## config.mk

```make
export PLATFORM = sky130hd
export DESIGN_NAME = adc_scan_scheduler
export DESIGN_NICKNAME = d
export VERILOG_FILES = /design/src/rtl/adc_sched_pkg.sv /design/src/rtl/adc_fim_sync.sv /design/src/rtl/adc_scan_scheduler.sv
export SDC_FILE = /design/constraint.sdc
export NUM_CORES = 1
export LEC_CHECK = 0
export CORE_UTILIZATION = 50
export CTS_BUF_LIST = sky130_fd_sc_hd__clkbuf_2
export CTS_CLUSTER_SIZE = 25
export DETAILED_ROUTE_END_ITERATION = 10
export MAX_ROUTING_LAYER = met4
export PLACE_DENSITY = 0.79
export SLEW_MARGIN = 20
export SYNTH_ARGS = -nofsm -noshare
export SYNTH_HDL_FRONTEND = slang
export SYNTH_SLANG_ARGS = --single-unit
```

## constraint.sdc

```tcl
create_clock -name iCLK -period 3.9 [get_ports iCLK]
set_clock_uncertainty 0.15 [all_clocks]
set_input_delay 0.975 -clock iCLK [delete_from_list [all_inputs] [get_ports iCLK]]
set_output_delay 0.975 -clock iCLK [all_outputs]
set_load 0.05 [all_outputs]
```

## src/rtl/adc_sched_pkg.sv

```systemverilog
// Shared types and constants for the ADC scan scheduler.
// Holds the FSM state encoding, the datapath widths and the lowest-channel picker.
package adc_sched_pkg;

    localparam int ADC_DATA_W          = 12;
    localparam int CH_W                = 3;
    localparam int NUM_CH              = 8;
    localparam int DEFAULT_TIMEOUT_CYC = 256;

    typedef enum logic [2:0] {
        ST_IDLE,
        ST_SELECT,
        ST_CONVERT,
        ST_CAPTURE,
        ST_NEXT
    } state_t;

    // Scanning downward leaves the lowest set bit as the final assignment.
    function automatic logic [CH_W-1:0] lowest_ch(input logic [NUM_CH-1:0] mask);
        lowest_ch = '0;
        for (int i = NUM_CH - 1; i >= 0; i--) begin
            if (mask[i]) lowest_ch = CH_W'(i);
        end
    endfunction

endpackage

```

## src/rtl/adc_fim_sync.sv

```systemverilog
// Brings the asynchronous end-of-sample pulse into the clock domain
// and turns its rising edge into a single-cycle strobe.
module adc_fim_sync #(
    parameter int SYNC_STAGES = 2
) (
    input  logic clk,
    input  logic rst,
    input  logic fim,
    output logic rise
);

    logic [SYNC_STAGES-1:0] sync_q;
    logic                   last_q;

    always_ff @(posedge clk) begin
        if (rst) begin
            sync_q <= '0;
            last_q <= 1'b0;
        end else begin
            sync_q <= (sync_q << 1) | SYNC_STAGES'(fim);
            last_q <= sync_q[SYNC_STAGES-1];
        end
    end

    assign rise = sync_q[SYNC_STAGES-1] & ~last_q;

endmodule

```

## src/rtl/adc_scan_scheduler.sv

```systemverilog
// Periodically scans the enabled ADC channels, one conversion at a time,
// and hands each result to a valid/ready consumer with sticky error flags.
module adc_scan_scheduler
    import adc_sched_pkg::*;
#(
    parameter int TIMEOUT_CYC = DEFAULT_TIMEOUT_CYC,
    parameter int SYNC_STAGES = 2
) (
    input  logic                  iCLK,
    input  logic                  iRST,
    input  logic                  iEN,
    input  logic [NUM_CH-1:0]     iCH_MASK,
    input  logic [15:0]           iPERIOD,
    input  logic                  iCLR,
    output logic                  oGO,
    output logic [CH_W-1:0]       oCH,
    input  logic                  iFIM,
    input  logic [ADC_DATA_W-1:0] iADC_DATA,
    output logic [ADC_DATA_W-1:0] oDATA,
    output logic [CH_W-1:0]       oDATA_CH,
    output logic                  oVALID,
    input  logic                  iREADY,
    output logic                  oBUSY,
    output logic                  oOVERRUN,
    output logic                  oTIMEOUT
);

    localparam int TMO_W = $clog2(TIMEOUT_CYC + 1);

    state_t            state_q;
    logic [15:0]       timer_q;
    logic [15:0]       period_m1;
    logic              tick;
    logic [NUM_CH-1:0] scan_mask_q;
    logic [NUM_CH-1:0] visited_q;
    logic [NUM_CH-1:0] pending;
    logic [NUM_CH-1:0] pick_src;
    logic [CH_W-1:0]   pick_ch;
    logic [TMO_W-1:0]  tmo_q;
    logic              next_wait_q;
    logic              go_q;
    logic [CH_W-1:0]   ch_q;
    logic              fim_rise;
    logic              tmo_evt;
    logic              capture;
    logic              drop;
    logic              tick_busy;

    adc_fim_sync #(
        .SYNC_STAGES(SYNC_STAGES)
    ) u_fim_sync (
        .clk (iCLK),
        .rst (iRST),
        .fim (iFIM),
        .rise(fim_rise)
    );

    // A zero period behaves like a period of one: a tick every cycle.
    assign period_m1 = (iPERIOD == 16'd0) ? 16'd0 : (iPERIOD - 16'd1);
    assign tick      = iEN && (timer_q >= period_m1);

    always_ff @(posedge iCLK) begin
        if (iRST || !iEN || tick) begin
            timer_q <= 16'd0;
        end else begin
            timer_q <= timer_q + 16'd1;
        end
    end

    // The channel is chosen on entry to SELECT so oCH settles a full cycle before oGO.
    assign pending  = scan_mask_q & ~visited_q;
    assign pick_src = (state_q == ST_IDLE) ? iCH_MASK : pending;
    assign pick_ch  = lowest_ch(pick_src);

    always_ff @(posedge iCLK) begin
        if (iRST) begin
            state_q     <= ST_IDLE;
            scan_mask_q <= '0;
            visited_q   <= '0;
            tmo_q       <= '0;
            next_wait_q <= 1'b0;
            go_q        <= 1'b0;
            ch_q        <= '0;
        end else begin
            case (state_q)
                ST_IDLE: begin
                    if (tick && (iCH_MASK != '0)) begin
                        scan_mask_q <= iCH_MASK;
                        visited_q   <= NUM_CH'(1) << pick_ch;
                        ch_q        <= pick_ch;
                        state_q     <= ST_SELECT;
                    end
                end
                ST_SELECT: begin
                    go_q    <= 1'b1;
                    tmo_q   <= '0;
                    state_q <= ST_CONVERT;
                end
                ST_CONVERT: begin
                    if (fim_rise) begin
                        go_q    <= 1'b0;
                        state_q <= ST_CAPTURE;
                    end else if (tmo_q == TMO_W'(TIMEOUT_CYC - 1)) begin
                        go_q        <= 1'b0;
                        next_wait_q <= 1'b0;
                        state_q     <= ST_NEXT;
                    end else begin
                        tmo_q <= tmo_q + TMO_W'(1);
                    end
                end
                ST_CAPTURE: begin
                    next_wait_q <= 1'b0;
                    state_q     <= ST_NEXT;
                end
                ST_NEXT: begin
                    // Two cycles here give the ADC controller time to rearm.
                    if (!next_wait_q) begin
                        next_wait_q <= 1'b1;
                    end else if (iEN && (pending != '0)) begin
                        visited_q <= visited_q | (NUM_CH'(1) << pick_ch);
                        ch_q      <= pick_ch;
                        state_q   <= ST_SELECT;
                    end else begin
                        state_q <= ST_IDLE;
                    end
                end
                default: begin
                    go_q    <= 1'b0;
                    state_q <= ST_IDLE;
                end
            endcase
        end
    end

    assign capture   = (state_q == ST_CAPTURE);
    assign drop      = capture && oVALID && !iREADY;
    assign tick_busy = tick && (state_q != ST_IDLE);
    assign tmo_evt   = (state_q == ST_CONVERT) && !fim_rise &&
                       (tmo_q == TMO_W'(TIMEOUT_CYC - 1));

    // Set events take priority over a simultaneous clear of the sticky flags.
    always_ff @(posedge iCLK) begin
        if (iRST) begin
            oDATA    <= '0;
            oDATA_CH <= '0;
            oVALID   <= 1'b0;
            oOVERRUN <= 1'b0;
            oTIMEOUT <= 1'b0;
        end else begin
            if (capture && (!oVALID || iREADY)) begin
                oDATA    <= iADC_DATA;
                oDATA_CH <= ch_q;
                oVALID   <= 1'b1;
            end else if (oVALID && iREADY) begin
                oVALID <= 1'b0;
            end

            if (drop || tick_busy) begin
                oOVERRUN <= 1'b1;
            end else if (iCLR) begin
                oOVERRUN <= 1'b0;
            end

            if (tmo_evt) begin
                oTIMEOUT <= 1'b1;
            end else if (iCLR) begin
                oTIMEOUT <= 1'b0;
            end
        end
    end

    assign oGO   = go_q;
    assign oCH   = ch_q;
    assign oBUSY = (state_q != ST_IDLE);

endmodule

```

**Signal wires on met4**

The bar under the picture is 20 um long.
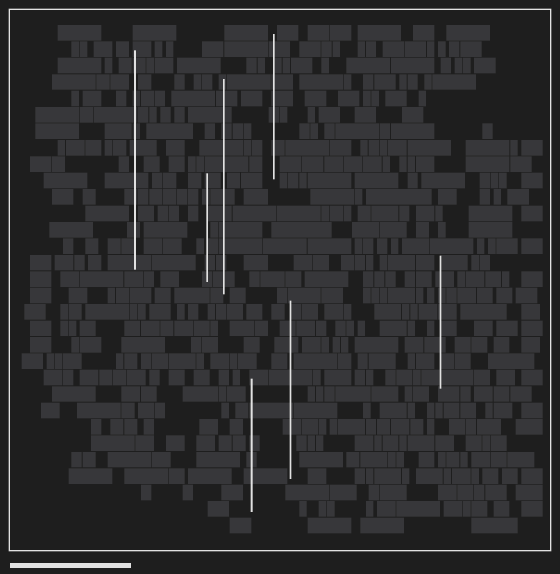
6 nets have wire on it. The layer holds 2.1% of the routed length. The layer carries 186 um of wire. The wires run mostly vertical.

**The clock network**

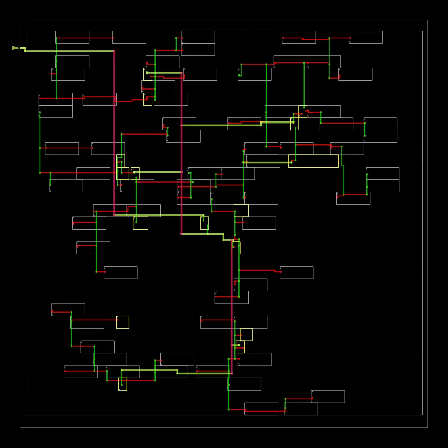
clk pwr: 0.420 mW
clock sink total: 70
registers: 70

**Cell sizes after repair**

The bar under the picture is 20 um long.
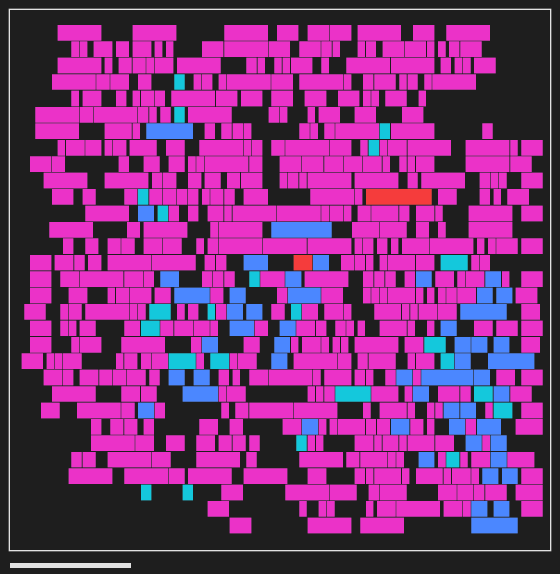
Key: blue = x3 and x4 [cells 52, share 9.2%]; cyan = x2 [cells 23, share 4.1%]; magenta = x1 and smaller [cells 489, share 86%]; red = x6 and larger [cells 2, share 0.35%]

==> results.sh <==
# source this file to load flow results
export IMPL_yosysChipArea_um2=3820
export IMPL_layout_nonclk_buf_share_pct=18.0
export IMPL_die_h_um=89.5
export IMPL_final_area_um2=5000
export IMPL_gr_usage_met3_pct=4.52
export IMPL_path_buffers=1
export IMPL_synthTopCellsByArea="dfxtp_1 (37%), nand2_1 (7.2%), ha_1 (6.9%)"
export IMPL_worst_slew_pin_slew_ps=994
export IMPL_warnings=28
export IMPL_ys_types=58
export IMPL_area_delta_synth_final_pct=30.7
export IMPL_use_met2_pct=41.6
export IMPL_fin_cells=665
export IMPL_buffers_excl_clock=99
export IMPL_cts_resized=14
export IMPL_place_area_um2=4770
export IMPL_async_flop_share_pct=0
export IMPL_fin_crit_ps=3750
export IMPL_totalPowerFinal_mw=1.29
export IMPL_fin_util_pct=68.2
export IMPL_comb_area_um2=2400
export IMPL_num_multi_input_gates=368
export IMPL_cts_tree="yes"
export IMPL_powerComb_mw=0.147
export IMPL_largest_reg_flops=16
export IMPL_seq_power_mw=0.720
export IMPL_comb_area_share_pct=48.1
export IMPL_vias=3589
export IMPL_wl_met1_mm=3.98
export IMPL_seq_cell_share_pct=28.0
export IMPL_final_cell_mix="nand2_1 (71), dfxtp_1 (70), clkdlybuf4s50_1 (56)"
export IMPL_top_area_share_pct=36.6
export IMPL_critical_path_startpoint_type="input pin"
export IMPL_drc=0
export IMPL_cts_hold_buf=0
export IMPL_cp_cell_sequence="dlygate4sd2_1 -> or4_4 -> nor4_4 -> and2b_2 -> nand4b_4 -> and2_4 -> ha_1 -> nor2b_1 -> o21ai_1 -> a41oi_2 -> o21a_1 -> or4_4 -> a2111oi_4"
export IMPL_clk_latency_ps=520
export IMPL_drt_first_pass_iters=4
export IMPL_synth_avg_cell_area_um2=8.19
export IMPL_top_area_cell="dfxtp_1"
export IMPL_crit_required_ps=4180
export IMPL_crit_family="simple AND/OR/NAND/NOR gates"
export IMPL_top_layer="met4"
export IMPL_initialDrtViolationCount=96
export IMPL_nWellTaps=99
export IMPL_r2r_cells=8
export IMPL_worstPathArrival_ps=4030
export IMPL_grt_pass1_wl_mm=14.4
export IMPL_p_per_area_nw_per_um2=258
export IMPL_yosys_warnings=0
export IMPL_synthCells=467
export IMPL_num_antenna_cells=0
export IMPL_layout_drive_gt1_share_pct=13.6
export IMPL_dp_cells=647
export IMPL_io_pins=65
export IMPL_simple_gate_area_share_pct=30.8
export IMPL_cts_root_buf="clkbuf_2"
export IMPL_cap_violations=0
export IMPL_fmax_mhz=267
export IMPL_setup_ws_ps=152
export IMPL_dominant_cells="combinational gates"
export IMPL_grt_use_met1_pct=27.3
export IMPL_min_to="u_fim_sync.sync_q[1]"
export IMPL_ys_flop_type="dfxtp_1"
export IMPL_finalHoldViolations=0
export IMPL_hold_start="u_fim_sync.sync_q[0]"
export IMPL_p_sw_share_pct=26.3
export IMPL_crit_top_cell="or4_4"
export IMPL_critPathCaptureType="register"
export IMPL_compound_area_share_pct=14.2
export IMPL_synthAdderAreaFrac_pct=6.87
export IMPL_row_count=31
export IMPL_fp_dieW_um=89.5
export IMPL_fill_cells=582
export IMPL_syn_area_um2=3820
export IMPL_r2r_end="tmo_q[7]"
export IMPL_globalRoute_busiestLayer="met2"
export IMPL_gp_congestion=0.889
export IMPL_pwr_share_comb_pct=11.4
export IMPL_clockBufferDepth=2
export IMPL_postCtsSetupRepairBufs=2
export IMPL_ir_drop_v=0.000152
export IMPL_final_layout_top_logic_cell="nand2_1"
export IMPL_cp_max_fo=3
export IMPL_cp_num_cells=13
export IMPL_topCombFamilyByArea="simple AND/OR/NAND/NOR gates"
export IMPL_mux_share_pct=1.21
export IMPL_track_usage_pct=24.0
export IMPL_dp_hpwl_mm=6.55
export IMPL_rsz0062_at_grt="false"
export IMPL_path_clk_slew_ps=210
export IMPL_reg_top3="timer_q (16), oDATA (12), tmo_q (9)"
export IMPL_post_place_ws_ps=-609
export IMPL_min_path_cells=1
export IMPL_top_cell="nand2_1"
export IMPL_startpoint="iPERIOD[10]"
export IMPL_grt_max_degree=57
export IMPL_routed_wl_met3_um=366
export IMPL_chipArea_um2=8000
export IMPL_clkbuf_count=10
export IMPL_clk_share_pct=2.40
export IMPL_crit_path_end="state_q[0]"
export IMPL_holdWs_ps=310
export IMPL_power_group_top="sequential cells"
export IMPL_antenna_found_initial=0
export IMPL_viasPerCell=5.40
export IMPL_pwr_share_seq_pct=56.0
export IMPL_r2r_start="tmo_q[0]"
export IMPL_power_leakage_nw=1.93
export IMPL_critical_path_slowest_cell="or4_4"
export IMPL_io_buffers=64
export IMPL_relSlewSlack_pct=33.7
export IMPL_r2r_setup_slack_ps=1520
export IMPL_synth_edff_count=0
export IMPL_xor_area_share_pct=7.10
export IMPL_outcome="finished clean"
export IMPL_ant_nets=0
export IMPL_num_nets_final=624
export IMPL_routedWlPerCell_um=13.5
export IMPL_min_path_type="reg2reg"
Power figures rest on the tool's default switching activity, not on a simulated workload.
